**src/rtl/uart_rx_param.sv**
```systemverilog
`default_nettype none
// ============================================================================
// Module      : uart_rx_param
// Description : Parametrised UART receiver. It has a configurable data width,
//               optional even/odd parity, 1 or 2 stop bits and start-bit glitch
//               rejection. It reports parity and frame errors alongside a
//               single-cycle valid strobe.
// Revision    : 1.0 - initial release
// ============================================================================
module uart_rx_param #(
    parameter int NUM_CLKS_PER_BIT = 16,
    parameter int DATA_BITS        = 8,
    parameter int PARITY_MODE      = 0,
    parameter int STOP_BITS        = 1
) (
    input  logic                 clock,
    input  logic                 rst,
    input  logic                 rx,
    output logic [DATA_BITS-1:0] rx_data,
    output logic                 rx_valid,
    output logic                 parity_error,
    output logic                 frame_error,
    output logic                 busy
);

    localparam int CNT_W = $clog2(NUM_CLKS_PER_BIT);
    localparam int BIT_W = 4;

    localparam logic [CNT_W-1:0] c_full_lim   = CNT_W'(NUM_CLKS_PER_BIT - 1);
    localparam logic [CNT_W-1:0] c_half_lim   = CNT_W'(NUM_CLKS_PER_BIT / 2 - 1);
    localparam logic [BIT_W-1:0] c_last_data  = BIT_W'(DATA_BITS - 1);
    localparam logic [BIT_W-1:0] c_last_stop  = BIT_W'(STOP_BITS - 1);
    localparam logic             c_has_parity = (PARITY_MODE != 0);
    localparam logic             c_odd_parity = (PARITY_MODE == 2);

    localparam logic [2:0] c_st_idle      = 3'd0;
    localparam logic [2:0] c_st_start     = 3'd1;
    localparam logic [2:0] c_st_data      = 3'd2;
    localparam logic [2:0] c_st_parity    = 3'd3;
    localparam logic [2:0] c_st_stop      = 3'd4;
    localparam logic [2:0] c_st_wait_high = 3'd5;

    logic                 r_sync1;
    logic                 r_sync2;
    logic                 w_rx_s;
    logic [2:0]           r_state;
    logic [CNT_W-1:0]     r_clk_cnt;
    logic [BIT_W-1:0]     r_bit_cnt;
    logic [DATA_BITS-1:0] r_shift;
    logic                 r_par_acc;
    logic                 r_perr;
    logic                 r_ferr;

    // Two-flop synchroniser for the asynchronous serial input; idles high.
    always_ff @(posedge clock) begin
        if (rst) begin
            r_sync1 <= 1'b1;
            r_sync2 <= 1'b1;
        end else begin
            r_sync1 <= rx;
            r_sync2 <= r_sync1;
        end
    end

    assign w_rx_s = r_sync2;

    // Frame receive FSM. All outputs are registered. The frame is delivered at
    // the middle of the last stop bit, so frames with no idle gap between them
    // are still caught.
    always_ff @(posedge clock) begin
        if (rst) begin
            r_state      <= c_st_idle;
            r_clk_cnt    <= '0;
            r_bit_cnt    <= '0;
            r_shift      <= '0;
            r_par_acc    <= 1'b0;
            r_perr       <= 1'b0;
            r_ferr       <= 1'b0;
            rx_data      <= '0;
            rx_valid     <= 1'b0;
            parity_error <= 1'b0;
            frame_error  <= 1'b0;
            busy         <= 1'b0;
        end else begin
            rx_valid     <= 1'b0;
            parity_error <= 1'b0;
            frame_error  <= 1'b0;
            r_clk_cnt    <= r_clk_cnt + 1'b1;
            case (r_state)
                c_st_idle: begin
                    r_clk_cnt <= '0;
                    if (!w_rx_s) begin
                        r_state   <= c_st_start;
                        busy      <= 1'b1;
                        r_bit_cnt <= '0;
                        r_par_acc <= 1'b0;
                        r_perr    <= 1'b0;
                        r_ferr    <= 1'b0;
                    end
                end
                c_st_start: begin
                    if (r_clk_cnt == c_half_lim) begin
                        r_clk_cnt <= '0;
                        if (!w_rx_s) begin
                            r_state <= c_st_data;
                        end else begin
                            // Line went high again before mid-start-bit, so
                            // treat the low pulse as a glitch.
                            r_state <= c_st_idle;
                            busy    <= 1'b0;
                        end
                    end
                end
                c_st_data: begin
                    if (r_clk_cnt == c_full_lim) begin
                        r_clk_cnt <= '0;
                        // Shift in from the top. After DATA_BITS samples the
                        // first (LSB) bit has reached index 0.
                        r_shift   <= {w_rx_s, r_shift[DATA_BITS-1:1]};
                        r_par_acc <= r_par_acc ^ w_rx_s;
                        if (r_bit_cnt == c_last_data) begin
                            r_bit_cnt <= '0;
                            r_state   <= c_has_parity ? c_st_parity : c_st_stop;
                        end else begin
                            r_bit_cnt <= r_bit_cnt + 1'b1;
                        end
                    end
                end
                c_st_parity: begin
                    if (r_clk_cnt == c_full_lim) begin
                        r_clk_cnt <= '0;
                        r_perr    <= c_has_parity && ((r_par_acc ^ w_rx_s) != c_odd_parity);
                        r_state   <= c_st_stop;
                    end
                end
                c_st_stop: begin
                    if (r_clk_cnt == c_full_lim) begin
                        r_clk_cnt <= '0;
                        if (!w_rx_s) begin
                            r_ferr <= 1'b1;
                        end
                        if (r_bit_cnt == c_last_stop) begin
                            r_bit_cnt    <= '0;
                            rx_data      <= r_shift;
                            rx_valid     <= 1'b1;
                            parity_error <= r_perr;
                            frame_error  <= r_ferr | ~w_rx_s;
                            if (w_rx_s) begin
                                r_state <= c_st_idle;
                                busy    <= 1'b0;
                            end else begin
                                r_state <= c_st_wait_high;
                            end
                        end else begin
                            r_bit_cnt <= r_bit_cnt + 1'b1;
                        end
                    end
                end
                c_st_wait_high: begin
                    // A held-low line (break) must not be taken as a new start bit.
                    r_clk_cnt <= '0;
                    if (w_rx_s) begin
                        r_state <= c_st_idle;
                        busy    <= 1'b0;
                    end
                end
                default: begin
                    r_state   <= c_st_idle;
                    r_clk_cnt <= '0;
                    busy      <= 1'b0;
                end
            endcase
        end
    end

endmodule
`default_nettype wire
```
**config.mk**
```make
export PLATFORM = sky130hd
export DESIGN_NAME = uart_rx_param
export DESIGN_NICKNAME = d
export VERILOG_FILES = /design/src/rtl/uart_rx_param.sv
export SDC_FILE = /design/constraint.sdc
export NUM_CORES = 1
export LEC_CHECK = 0
export CAP_MARGIN = 20
export CORE_AREA = 2 2 53 55
export DETAILED_ROUTE_END_ITERATION = 8
export DIE_AREA = 0 0 55 57
export HOLD_SLACK_MARGIN = 0.06
export PLACE_DENSITY_LB_ADDON = 0.2
export SYNTH_ARGS = -nofsm -noshare
export SYNTH_HDL_FRONTEND = slang
export SYNTH_SLANG_ARGS = --single-unit
```
**constraint.sdc**
```tcl
create_clock -name clock -period 4.1 [get_ports clock]
set_clock_uncertainty 0.15 [all_clocks]
set_input_delay 0.615 -clock clock [delete_from_list [all_inputs] [get_ports clock]]
set_output_delay 0.615 -clock clock [all_outputs]
set_load 0.05 [all_outputs]
```
==> results_dict.tcl, run 1 <==
# implementation run metrics
set metrics [dict create \
    drt_iter0_drc 54 \
    num_vias 1218 \
    final_common_cell "dfxtp_1" \
    syn_nets 176 \
    cp-start-kind "flip-flop" \
    yosys-top-cells-area "dfxtp_1 45%, mux2i_1 6.1%, a21oi_1 5.5%" \
    grt_max_degree 34 \
    rr_startpoint "r_clk_cnt[0]$_SDFF_PP0_" \
    clock-root-buffer "clkbuf_4" \
    grt_pass1_wl_um 4600 \
    path_cells "ha_1, and3_1, a21oi_2, o32a_4, or4_1, a21oi_1" \
    slew_headroom_pct 65.6 \
    clockBufferDepth 2 \
    drive_gt1_share_pct 8.89 \
    track_usage_pct 20.1 \
    critical_path.startpoint "r_clk_cnt[0]$_SDFF_PP0_" \
    clock-sinks 33 \
    r2r_end "r_bit_cnt[3]$_SDFFE_PP0P_" \
    end_kind "flip-flop" \
    drv_cap 0 \
    route.detailed.drc 0 \
    ys.flops 33 \
    hold_end "r_sync2$_SDFF_PP1_" \
    top_area_cell "dfxtp_1" \
    ys_chip_area_mm2 0.00147 \
    grt_pass1_vias 1064 \
    synth-warning-count 0 \
    outcome "complete, no violations" \
    syn_to_final_growth_pct 14.8 \
    arrival_ns 2.52 \
    coreArea_mm2 0.00262 \
    gp_congestion 0.780 \
    cpPeakStageDelay_ns 0.51 \
    peakVddDrop_v 0.000452 \
    fmax_mhz 418 \
    critPathRequiredTime_ns 4.22 \
    wl_um 2670 \
    cts.clk_slew.worst_paths_ns 0.11 \
    worst_slack_ns 1.71 \
    ys_cells 170 \
    vias_per_cell 5.77 \
    cts_tree "built" \
    wl_per_cell_um 12.7 \
    hold_path_depth 1 \
    fin_tns_setup_ns 0 \
    maxSlewViolCount 0 \
    warning_count 27 \
    endpoint "r_bit_cnt[3]$_SDFFE_PP0P_" \
    hold_class "reg2reg" \
    top_cell_area_share_pct 45.1 \
    synth.distinct_cells 38 \
    nFillCells 235 \
    portBuffers 13 \
]
## run 1: state kept, by name, indices dropped and copies added (netlist names)
| register | count |
|---|---|
| busy | 1 |
| frame_error | 1 |
| r_bit_cnt | 4 |
| r_clk_cnt | 4 |
| r_ferr | 1 |
| r_shift | 8 |
| r_state | 3 |
| r_sync1 | 1 |
| r_sync2 | 1 |
| rx_data | 8 |
| rx_valid | 1 |
## run 1: where the power goes
group	internal (uW)	leakage, uW	switching, uW	total, uW
clock	146	0.0000455	105	251
combinational	60.9	0.000333	91.4	152
sequential	336	0.000267	24.6	361
total	543	0.000645	221	764
## run 1: critical path, delay by kind of cell, from the launching register on
| kind | cells | cell delay [ns] |
|---|---|---|
| flip-flops | 1 | 0.37 |
| adder cells (fa/ha/maj) | 1 | 0.23 |
| AND-OR/OR-AND | 3 | 0.62 |
| AND/OR/NAND/NOR | 2 | 0.98 |
## run 1: cells by family (layout without fill, tap and decap cells)
group / Yosys count / after routing / synth area share (%)
fa+ha+maj: 3 / 3 / 2.56
simple gates: 77 / 77 / 27.0
other cells: 1 / 1 / 0.256
buf+inv: 15 / 25 / 4.61
mux: 9 / 9 / 6.15
xor+xnor: 2 / 2 / 1.20
flops: 33 / 33 / 45.1
compound gates: 30 / 30 / 13.2
## run 1: per-stage QoR
step,utilization [%],cell area (um2),instances,hold slack [ns]
after detailed placement,60.5,1580,202,0.247
after global placement,60.5,1580,202,0.243
after CTS,63.7,1670,210,0.272
after floorplan,-,1470,170,0.239
final,64.3,1680,211,0.273
after global routing,64.3,1680,211,0.297
## run 1: per-layer routing
layer / routed length, um / up-vias
met4: 44 / 0
met3: 130 / 5
met1: 1260 / 570
met2: 1240 / 35
met5: 0 / -
li1: - / 608
## run 1: area by class of cell
class                      instances  area (um2)  area share (%)
multi-input combinational        122         737            43.8
sequential                        33         661            39.3
timing repair buffer              15         153            9.08
clock buffer                       7        55.1            3.27
tap                               31        38.8            2.31
clock inverter                     1        30.0            1.79
inverter                           2        7.51           0.446
## run 1: synthesized netlist by cell type
master    count
o32a_4        1
a21oi_2       1
a211o_1       3
nand2b_1      2
xor2_1        1
conb_1        1
mux2i_1       9
buf_2         3
nor4b_1       1
a22oi_1       1
and3_1        1
nor4bb_1      1
buf_4         2
o211ai_1      1
or2_2         4
a21oi_1      16
ha_1          3
o21ai_0       5
nor2_1       19
o22ai_1       1
inv_1         2
nor3_1        4
nor3b_1       1
or4b_1        1
or3b_2        1
clkbuf_1      8
or3_1         2
and2_1        1
nor4_1        1
nand2_1      15
dfxtp_1      33
nand4_1       2
nor2b_1       5
or4_1         2
nand3b_1      2
xnor2_1       1
a32oi_1       1
nand3_1      12
**Run 1: cell density map**

(6 px per um) The die is cut into 11 by 11 equal tiles; white is low, dark blue is high, 0 to 100% covered.
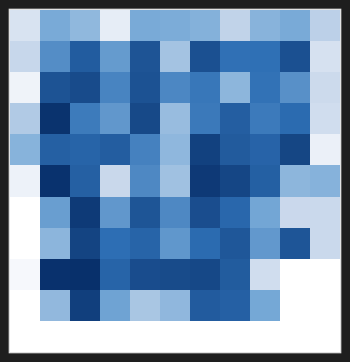
densest ninth of the die: middle
mean over tiles: 52%
emptiest ninth of the die: bottom right
tiles over 75% full: 36%

**Run 1: routed metal, one color a layer**

(8 px per um)
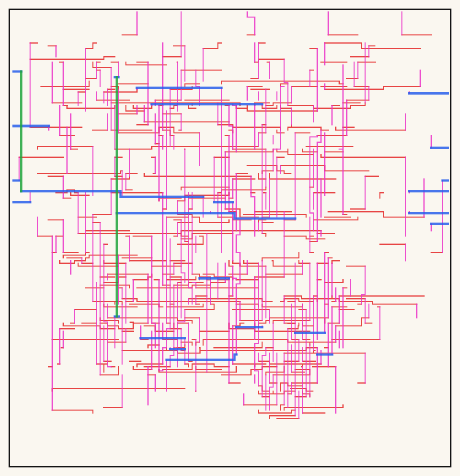
| color | layer | wire length |
|---|---|---|
| magenta | M2 | 1,240 um |
| red | M1 | 1,260 um |
| green | M4 | 44.9 um |
| blue | M3 | 130 um |

**Run 1: sequential cells grouped by signal name**

(8 px per um) Other sequential cells in the stronger gray, the rest of the logic in the fainter gray.
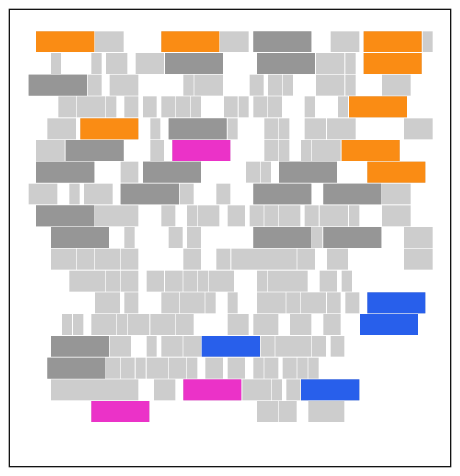
| color | netlist name | sequential cells |
|---|---|---|
| blue | r_bit_cnt | 4 |
| magenta | r_state | 3 |
| orange | rx_data | 8 |

## Run 2: what changed since run 1
--- a/config.mk
+++ b/config.mk
@@ -6,9 +6,9 @@
 export NUM_CORES = 1
 export LEC_CHECK = 0
 export CAP_MARGIN = 20
-export CORE_AREA = 2 2 53 55
+export CORE_AREA = 2 2 55 57
 export DETAILED_ROUTE_END_ITERATION = 8
-export DIE_AREA = 0 0 55 57
+export DIE_AREA = 0 0 57 59
 export HOLD_SLACK_MARGIN = 0.06
 export PLACE_DENSITY_LB_ADDON = 0.2
 export SYNTH_ARGS = -nofsm -noshare
==> constraint.sdc (replaced) <==
create_clock -name clock -period 2.4 [get_ports clock]
set_clock_uncertainty 0.15 [all_clocks]
set_input_delay 0.36 -clock clock [delete_from_list [all_inputs] [get_ports clock]]
set_output_delay 0.36 -clock clock [all_outputs]
set_load 0.05 [all_outputs]
**Run 2: PDN straps and rails**

(6 px per um) Pins as bars on the die edge. Tap cells in gray.
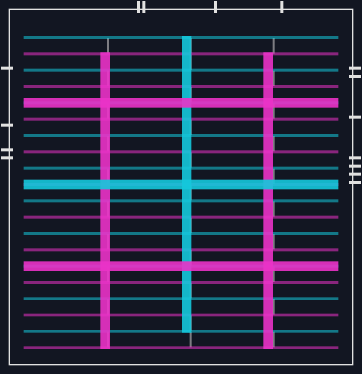
| color | net |
|---|---|
| cyan | VDD |
| magenta | VSS |
met1 rails: 20
rows: 19
met5 straps: 3
tap cells: 31
signal pins: 15

**Run 2: routed metal, one color a layer**

(8 px per um)
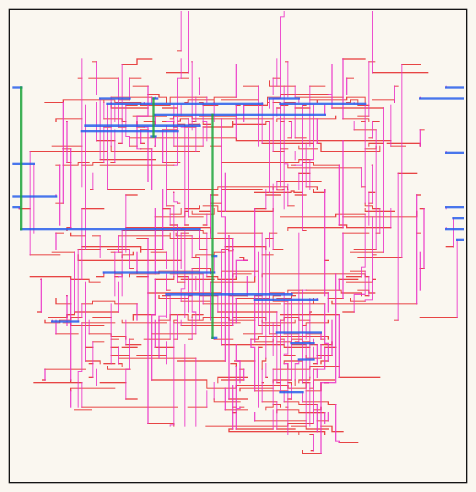
DR WL/cell: 13.7 um
routed wire length: 2940 um
detailed-route via count: 1,237

==> run 2 against run 1 <==
Final cell count up 1.4%. Count of clock-buffer cells in the layout unchanged. Flip-flop count stayed put. Setup slack got worse by 1.4 ns. Via count increased by 1.6%. Maximum frequency is 16% higher. Non-clock buffer count increased by 3. Core utilization shrank 1.2 points. Total power grew 73%. Critical path depth is the same. Critical path type unchanged. Highest routed layer unchanged.
==> results_dict.tcl, run 2 <==
# implementation run metrics
set metrics [dict create \
    peakVddDrop_v 0.000837 \
    top_area_cell "dfxtp_1" \
    clock-root-buffer "clkbuf_4" \
    drive_gt1_share_pct 10.4 \
    synthTopCellsByCount "33 x dfxtp_1, 19 x nor2_1, 16 x a21oi_1" \
    cpPeakStageDelay_ns 0.50 \
    portBuffers 13 \
    hold_path_depth 1 \
    outcome "complete, no violations" \
    syn_to_final_growth_pct 16.7 \
    synth.distinct_cells 38 \
    fmax_mhz 483 \
    top_cell "dfxtp_1" \
    ys.flops 33 \
    route.detailed.drc 0 \
    utilization_pct 63.1 \
    rr_startpoint "r_clk_cnt[0]$_SDFF_PP0_" \
    nFillCells 236 \
    ys_cells 170 \
    dpl-instance-area_mm2 0.00162 \
    r2r_end "r_bit_cnt[2]$_SDFFE_PP0P_" \
    end_kind "flip-flop" \
    clockBufferDepth 2 \
    hold_class "reg2reg" \
    top_cell_area_share_pct 45.1 \
    cp-start-kind "flip-flop" \
    vias_per_cell 5.78 \
    gp_congestion 0.845 \
    drv_cap 0 \
    syn_nets 176 \
    fin_area_mm2 0.00171 \
    track_usage_pct 18.4 \
    cts_tree "built" \
    synth-warning-count 0 \
    critPathRequiredTime_ns 2.52 \
    clock-sinks 33 \
    fin_tns_setup_ns 0 \
    warning_count 27 \
    final_common_cell "dfxtp_1" \
    coreArea_mm2 0.00271 \
]
-- run 2: through the flow --
| step | cells | power, uW | setup slack [ns] | hold WS, ns |
|---|---|---|---|---|
| final | 214 | 1320 | 0.330 | 0.279 |
| after global routing | 214 | 1380 | 0.173 | 0.287 |
| after global placement | 206 | 883 | 0.402 | 0.245 |
| after floorplan | 170 | 837 | 0.381 | 0.239 |
| after CTS | 214 | 1320 | 0.323 | 0.281 |
| after detailed placement | 206 | 896 | 0.352 | 0.255 |
-- run 2: report_power, final --
group / internal [uW] / switching [uW]
combinational: 106 / 162
clock: 249 / 185
sequential: 575 / 42.2
-- run 2: worst max path at each step --
stage,startpoint,endpoint,slack (ns),cells after the start
6_report,r_clk_cnt[0]$_SDFF_PP0_,r_bit_cnt[2]$_SDFFE_PP0P_,0.33,6
5_1_grt,r_bit_cnt[0]$_SDFFE_PP0P_,r_state[2]$_SDFFE_PP0P_,0.17,7
4_1_cts,r_clk_cnt[0]$_SDFF_PP0_,r_bit_cnt[3]$_SDFFE_PP0P_,0.32,6
3_5_place_dp,r_clk_cnt[0]$_SDFF_PP0_,r_bit_cnt[2]$_SDFFE_PP0P_,0.35,6
3_3_place_gp,r_clk_cnt[0]$_SDFF_PP0_,r_bit_cnt[2]$_SDFFE_PP0P_,0.40,6
2_1_floorplan,r_clk_cnt[0]$_SDFF_PP0_,r_bit_cnt[2]$_SDFFE_PP0P_,0.38,7
-- run 2: kinds of logic (layout without fill, tap and decap cells) --
family                   Yosys count  in the layout  share of synthesized area [%]
flip-flops                        33             33                           45.1
other                              1              1                          0.256
adder cells (fa/ha/maj)            3              3                           2.56
AND-OR/OR-AND                     30             30                           13.2
XOR/XNOR                           2              2                           1.20
AND/OR/NAND/NOR                   77             77                           27.0
buffers and inverters             15             28                           4.61
multiplexers                       9              9                           6.15
-- run 2: area by class of cell --
cell class	instances	area, um2	area share, %
clock buffers	7	55.1	3.22
well taps	31	38.8	2.27
flip-flops and latches	33	661	38.7
clock inverters	1	30.0	1.76
multi-input cells	122	737	43.1
repair buffers	18	180	10.5
inverters	2	7.51	0.439
-- run 2: worst max-delay path, delay by kind of cell (launching register included) --
family	cells	cell delay, ns
compound gates	3	0.57
fa+ha+maj	1	0.22
flops	1	0.36
simple gates	2	0.71
-- run 2: metal layers --
metal / part of all wire, % / track usage (%) / wire, um / vias to the layer above
li1: - / - / - / 610
met3: 6.3 / 5.90 / 186 / 7
met2: 50 / 29.7 / 1460 / 50
met1: 42 / 23.2 / 1240 / 570
met4: 1.7 / 6.98 / 50 / 0
met5: 0 / 0 / 0 / -
Power is estimated from default activity; no workload was simulated.
